File: src/rtl/led_seq_pkg.sv
// LED sequencer shared types.
// Playback modes and FSM states.
package led_seq_pkg;

  typedef enum logic [1:0] {
    MODE_ONCE   = 2'd0,
    MODE_LOOP   = 2'd1,
    MODE_BOUNCE = 2'd2
  } mode_e;

  typedef enum logic {
    S_IDLE = 1'b0,
    S_PLAY = 1'b1
  } state_e;

endpackage

File: src/rtl/led_seq_if.sv
// LED sequencer control/pattern bus.
// Host drives config and writes, sequencer drives dot.
interface led_seq_if #(
  parameter int WIDTH  = 5,
  parameter int DEPTH  = 32,
  parameter int HOLD_W = 8
);
  localparam int AW = $clog2(DEPTH);

  logic              wr_en;
  logic [AW-1:0]     wr_addr;
  logic [WIDTH-1:0]  wr_data;
  logic              st;
  logic              stop;
  logic [1:0]        mode;
  logic [AW-1:0]     len;
  logic [HOLD_W-1:0] hold;
  logic [WIDTH-1:0]  dot;
  logic              busy;
  logic              done;

  modport master (
    output wr_en, wr_addr, wr_data,
    output st, stop, mode, len, hold,
    input  dot, busy, done
  );

  modport slave (
    input  wr_en, wr_addr, wr_data,
    input  st, stop, mode, len, hold,
    output dot, busy, done
  );

endinterface

File: src/rtl/led_pat_ram.sv
// Pattern memory: sync write, async read.
// Contents survive reset on purpose.
module led_pat_ram
  import led_seq_pkg::*;
#(
  parameter int WIDTH = 5,
  parameter int DEPTH = 32,
  parameter int AW    = $clog2(DEPTH)
) (
  input  logic             clk,
  input  logic             we,
  input  logic [AW-1:0]    waddr,
  input  logic [WIDTH-1:0] wdata,
  input  logic [AW-1:0]    raddr,
  output logic [WIDTH-1:0] rdata
);

  logic [WIDTH-1:0] mem [DEPTH];

  // write port, no reset so patterns are retained
  always_ff @(posedge clk) begin
    if (we) mem[waddr] <= wdata;
  end

  assign rdata = mem[raddr];

endmodule

File: src/rtl/led_seq.sv
// LED dot-pattern sequencer top.
// Once / loop / bounce playback with per-step hold.
module led_seq
  import led_seq_pkg::*;
#(
  parameter int WIDTH  = 5,
  parameter int DEPTH  = 32,
  parameter int HOLD_W = 8
) (
  input logic clk,
  input logic rst_n,
  led_seq_if.slave bus
);

  localparam int AW = $clog2(DEPTH);
  localparam logic [AW-1:0] ONE_A = AW'(1);
  localparam logic [HOLD_W-1:0] ONE_H = HOLD_W'(1);

  state_e            state_q, state_d;
  mode_e             mode_q, mode_d;
  logic [AW-1:0]     lenm1_q, lenm1_d;
  logic [HOLD_W-1:0] hold_q, hold_d;
  logic [HOLD_W-1:0] hcnt_q, hcnt_d;
  logic [AW-1:0]     idx_q, idx_d;
  logic              dir_q, dir_d;
  logic [WIDTH-1:0]  dot_q, dot_d;
  logic              done_q, done_d;

  logic              start;
  logic              term;
  logic              at_last;
  logic              fin;
  logic [AW-1:0]     nxt_idx;
  logic              nxt_dir;
  logic [AW-1:0]     rd_addr;
  logic [WIDTH-1:0]  rd_data;

  assign start = bus.st & ~bus.stop;
  assign rd_addr = start ? '0 : nxt_idx;

  led_pat_ram #(
    .WIDTH (WIDTH),
    .DEPTH (DEPTH)
  ) u_ram (
    .clk   (clk),
    .we    (bus.wr_en),
    .waddr (bus.wr_addr),
    .wdata (bus.wr_data),
    .raddr (rd_addr),
    .rdata (rd_data)
  );

  // state and datapath registers
  always_ff @(posedge clk) begin
    if (!rst_n) begin
      state_q <= S_IDLE;
      mode_q  <= MODE_ONCE;
      lenm1_q <= '0;
      hold_q  <= '0;
      hcnt_q  <= '0;
      idx_q   <= '0;
      dir_q   <= 1'b0;
      dot_q   <= '0;
      done_q  <= 1'b0;
    end else begin
      state_q <= state_d;
      mode_q  <= mode_d;
      lenm1_q <= lenm1_d;
      hold_q  <= hold_d;
      hcnt_q  <= hcnt_d;
      idx_q   <= idx_d;
      dir_q   <= dir_d;
      dot_q   <= dot_d;
      done_q  <= done_d;
    end
  end

  // next step index; len=0 wraps lenm1 to DEPTH-1
  always_comb begin
    nxt_idx = idx_q + ONE_A;
    nxt_dir = dir_q;
    at_last = (idx_q == lenm1_q);
    term    = (hcnt_q == hold_q);
    fin     = 1'b0;
    unique case (1'b1)
      mode_q == MODE_LOOP: begin
        if (at_last) nxt_idx = '0;
      end
      mode_q == MODE_BOUNCE: begin
        if (lenm1_q == '0) begin
          nxt_idx = '0;
        end else if (!dir_q) begin
          if (at_last) begin
            nxt_idx = idx_q - ONE_A;
            nxt_dir = 1'b1;
          end
        end else if (idx_q == '0) begin
          nxt_idx = ONE_A;
          nxt_dir = 1'b0;
        end else begin
          nxt_idx = idx_q - ONE_A;
        end
      end
      default: fin = at_last;
    endcase
  end

  // FSM next state; stop beats st
  always_comb begin
    state_d = state_q;
    if (bus.stop) begin
      state_d = S_IDLE;
    end else if (bus.st) begin
      state_d = S_PLAY;
    end else if (state_q == S_PLAY && term && fin) begin
      state_d = S_IDLE;
    end
  end

  // config latch, counters and dot output
  always_comb begin
    mode_d  = mode_q;
    lenm1_d = lenm1_q;
    hold_d  = hold_q;
    hcnt_d  = hcnt_q;
    idx_d   = idx_q;
    dir_d   = dir_q;
    dot_d   = dot_q;
    done_d  = 1'b0;
    if (bus.stop) begin
      hcnt_d = '0;
      idx_d  = '0;
      dir_d  = 1'b0;
      dot_d  = '0;
    end else if (bus.st) begin
      mode_d  = mode_e'(bus.mode);
      lenm1_d = bus.len - ONE_A;
      hold_d  = bus.hold;
      hcnt_d  = '0;
      idx_d   = '0;
      dir_d   = 1'b0;
      dot_d   = rd_data;
    end else if (state_q == S_PLAY) begin
      if (term) begin
        hcnt_d = '0;
        if (fin) begin
          idx_d  = '0;
          dot_d  = '0;
          done_d = 1'b1;
        end else begin
          idx_d = nxt_idx;
          dir_d = nxt_dir;
          dot_d = rd_data;
        end
      end else begin
        hcnt_d = hcnt_q + ONE_H;
      end
    end
  end

  assign bus.dot  = dot_q;
  assign bus.busy = (state_q == S_PLAY);
  assign bus.done = done_q;

endmodule

File: src/flat_wrapper.sv
// flat-port wrapper written by rule: the top's interface ports become plain ports
module led_seq_flat import led_seq_pkg::*;
#(
  parameter int WIDTH  = 5,
  parameter int DEPTH  = 32,
  parameter int HOLD_W = 8
)
  (clk, rst_n, bus_wr_en, bus_wr_addr, bus_wr_data, bus_st, bus_stop, bus_mode, bus_len, bus_hold, bus_dot, bus_busy, bus_done);
  led_seq_if #(.WIDTH(WIDTH), .DEPTH(DEPTH), .HOLD_W(HOLD_W)) bus_i ();
  input logic clk;
  input logic rst_n;
  input wire logic [$bits(bus_i.wr_en)-1:0] bus_wr_en;
  input wire logic [$bits(bus_i.wr_addr)-1:0] bus_wr_addr;
  input wire logic [$bits(bus_i.wr_data)-1:0] bus_wr_data;
  input wire logic [$bits(bus_i.st)-1:0] bus_st;
  input wire logic [$bits(bus_i.stop)-1:0] bus_stop;
  input wire logic [$bits(bus_i.mode)-1:0] bus_mode;
  input wire logic [$bits(bus_i.len)-1:0] bus_len;
  input wire logic [$bits(bus_i.hold)-1:0] bus_hold;
  output wire logic [$bits(bus_i.dot)-1:0] bus_dot;
  output wire logic [$bits(bus_i.busy)-1:0] bus_busy;
  output wire logic [$bits(bus_i.done)-1:0] bus_done;
  assign bus_i.wr_en = bus_wr_en;
  assign bus_i.wr_addr = bus_wr_addr;
  assign bus_i.wr_data = bus_wr_data;
  assign bus_i.st = bus_st;
  assign bus_i.stop = bus_stop;
  assign bus_i.mode = bus_mode;
  assign bus_i.len = bus_len;
  assign bus_i.hold = bus_hold;
  assign bus_dot = bus_i.dot;
  assign bus_busy = bus_i.busy;
  assign bus_done = bus_i.done;
  led_seq #(.WIDTH(WIDTH), .DEPTH(DEPTH), .HOLD_W(HOLD_W)) u_core (.clk(clk), .rst_n(rst_n), .bus(bus_i));
endmodule
File: config.mk
export PLATFORM = sky130hd
export DESIGN_NAME = led_seq_flat
export DESIGN_NICKNAME = d
export VERILOG_FILES = /design/src/rtl/led_seq_pkg.sv /design/src/rtl/led_seq_if.sv /design/src/rtl/led_pat_ram.sv /design/src/rtl/led_seq.sv /design/src/flat_wrapper.sv
export SDC_FILE = /design/constraint.sdc
export NUM_CORES = 1
export LEC_CHECK = 0
export CAP_MARGIN = 20
export CORE_ASPECT_RATIO = 0.9
export CORE_UTILIZATION = 60
export DETAILED_ROUTE_END_ITERATION = 10
export PLACE_DENSITY = 0.84
export SYNTH_ARGS = -nofsm -noshare
export SYNTH_HDL_FRONTEND = slang
export SYNTH_SLANG_ARGS = --single-unit
File: constraint.sdc
create_clock -name clk -period 3.9 [get_ports clk]
set_input_delay 0.78 -clock clk [delete_from_list [all_inputs] [get_ports clk]]
set_output_delay 0.78 -clock clk [all_outputs]
set_load 0.1 [all_outputs]
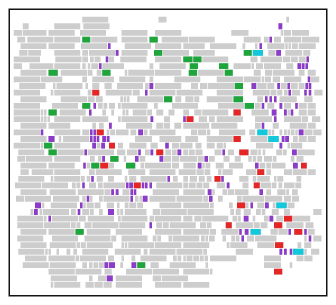
Figure 1: selected gate families.
| family | color | cells | most used |
|---|---|---|---|
| nand cells | purple | 114 | nand2_1 |
| mux cells | green | 25 | mux2i_1 |
| non-inverting ao/oa cells | red | 21 | o211a_1 |
| fa/ha/maj cells | cyan | 6 | ha_1 |

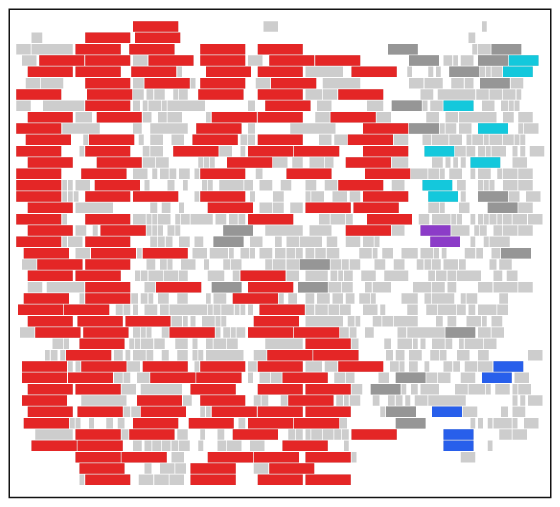
Figure 2: sequential cells grouped by signal name.
Other sequential cells in the stronger gray, the rest of the logic in the fainter gray.
| signal | color | flops |
|---|---|---|
| u_core.hold_q | cyan | 8 |
| u_core.lenm1_q | blue | 5 |
| u_core.mode_q | purple | 2 |
| u_core.u_ram.mem | red | 160 |

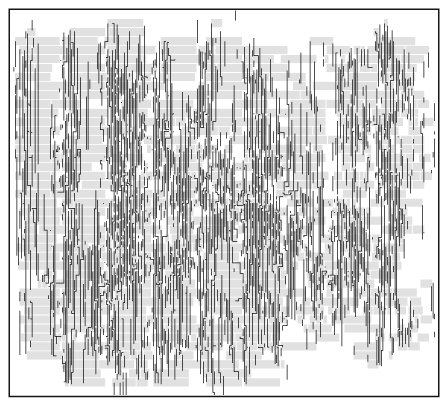
Figure 3: metal 2.
Cells faint in the background.
share of all routed wire: 48%
longest straight run: 59.2 um
main direction: vertical
wire length on this layer: 10300 um

==> out/summary.log <==
[logic_synthesis] xor/xnor cell area share of the yosys netlist 0.0268
[final_timing] Tcrit/Tclk final 0.871
[logic_synthesis] post-synthesis sequential area ratio 0.628
[cts] clock transition at the registers of the reported paths 0.07 ns
[logic_synthesis] instance tally after logic synthesis 715
[logic_synthesis] most popular library cell in the synthesized design by count sky130_fd_sc_hd__edfxtp_1
[cts] CTS tree done
[drt] initial DRC count 710
[die] FP Util 0.621
[drt] met3 wire length 2200 um
[final_timing] Worst Skew 0.00966 ns
[cts] cts-stage hold buffer count 0
[pwr] NetSw 0.00111 W
[cts] # clock sinks 196
[critical_path] type of the setup path with the least slack reg2reg
[final_timing] setup repair after global routing missed its margin false
[pwr] leakage power of the design 3.35 nW
[critical_path] Worst R2R Setup Slack 0.50 ns
[logic_synthesis] number of enable flip-flop cells 160
[drt] average via count per standard cell 6.62
[pwr] Pwr Density 450 nW/um^2
[logic_synthesis] Synth Warn # 0
[final_timing] headroom to the max-slew limit 0.335
[grt] met2 layer usage reported by global route 0.514
[critical_path] required arrival time at the worst endpoint 4.21 ns
[run_status] result of the run finished clean
[pwr] post-route total power 0.00453 W
[cells_and_area] largest register by flop count u_core.u_ram.mem
[critical_path] Critical Path, Cell by Cell inv_1, ha_1, or3_1, o21ai_0, a32o_2, buf_4, mux2i_1, a221oi_1, o21ai_0, a32oi_2
[pwr] Comb pwr share 0.098
[critical_path] slowest stage cell on the critical path sky130_fd_sc_hd__a32o_2
[drt] DR pass1 iterations 6
[drt] highest metal used met4
[final_timing] setup TNS 0 ns
[cells_and_area] area of the multi-input gates 3030 um^2
[logic_synthesis] yosys stat cell total 715
[critical_path] largest incremental delay on the critical path 0.53 ns
[logic_synthesis] Mux cell area share 0.0293
[run] number of warnings the tools reported 28
[drt] wire length per cell after detailed routing 22.5 um
[logic_synthesis] post-synthesis share of cell area spent on and-or and or-and gates 0.149
[grt] grt total ovfl 0
[logic_synthesis] largest cells by area after synthesis sky130_fd_sc_hd__edfxtp_1 55%, sky130_fd_sc_hd__dfxtp_1 8.2%, sky130_fd_sc_hd__nand2_1 3.2%, sky130_fd_sc_hd__nor2_1 2.8%, sky130_fd_sc_hd__mux2i_1 2.2%
[grt] pin count of the biggest net entering global routing 33
[grt] peak-usage layer in the global routing report met2
[drt] wire length on met2 10300 um
[critical_path] Worst Setup End Kind flip-flop
[placement] number of buffers added on ports 36
[path summary, 6_finish.rpt]
kind / endpoint / cells after the start / start
hold reg to reg: u_core.hold_q[2] / 2 / u_core.hold_q[2]
setup / recovery: u_core.bus.dot[3] / 10 / u_core.mode_q[0]
hold / removal: u_core.hold_q[2] / 2 / u_core.hold_q[2]
setup reg to reg: u_core.bus.dot[3] / 10 / u_core.mode_q[0]
[power by group through the flow]
stage	combinational [W]	clock (W)	sequential, W
floorplan	0.000249	0	0.00237
global placement	0.000405	0	0.00236
detailed placement	0.000425	0	0.00236
CTS	0.000430	0.00179	0.00231
global route	0.000475	0.00185	0.00231
finish	0.000445	0.00177	0.00231
[worst register-to-register path: stages (launching register included)]
cell and delay, ns:
sky130_fd_sc_hd__dfxtp_1 0.35, sky130_fd_sc_hd__inv_1 0.05, sky130_fd_sc_hd__ha_1 0.42, sky130_fd_sc_hd__or3_1 0.43, sky130_fd_sc_hd__o21ai_0 0.23, sky130_fd_sc_hd__a32o_2 0.53
sky130_fd_sc_hd__buf_4 0.37, sky130_fd_sc_hd__mux2i_1 0.29, sky130_fd_sc_hd__a221oi_1 0.11, sky130_fd_sc_hd__o21ai_0 0.35, sky130_fd_sc_hd__a32oi_2 0.15
[final cells by class]
type | instances | share of cell area
clock inverter | 13 | 0.0164
inverter | 10 | 0.00374
sequential | 196 | 0.550
multi-input combinational | 467 | 0.301
timing repair buffer | 62 | 0.0620
clock buffer | 18 | 0.0427
tap | 193 | 0.0240
[stage by stage]
step | std cells | setup WS, ns | area, um^2
finish | 959 | 0.502 | 10000
global route | 959 | 0.278 | 10000
CTS | 957 | 0.540 | 10000
detailed placement | 926 | 0.344 | 9410
global placement | 924 | 0.438 | 9360
floorplan | 715 | 0.907 | 8790
Power and IR drop assume default switching activity.
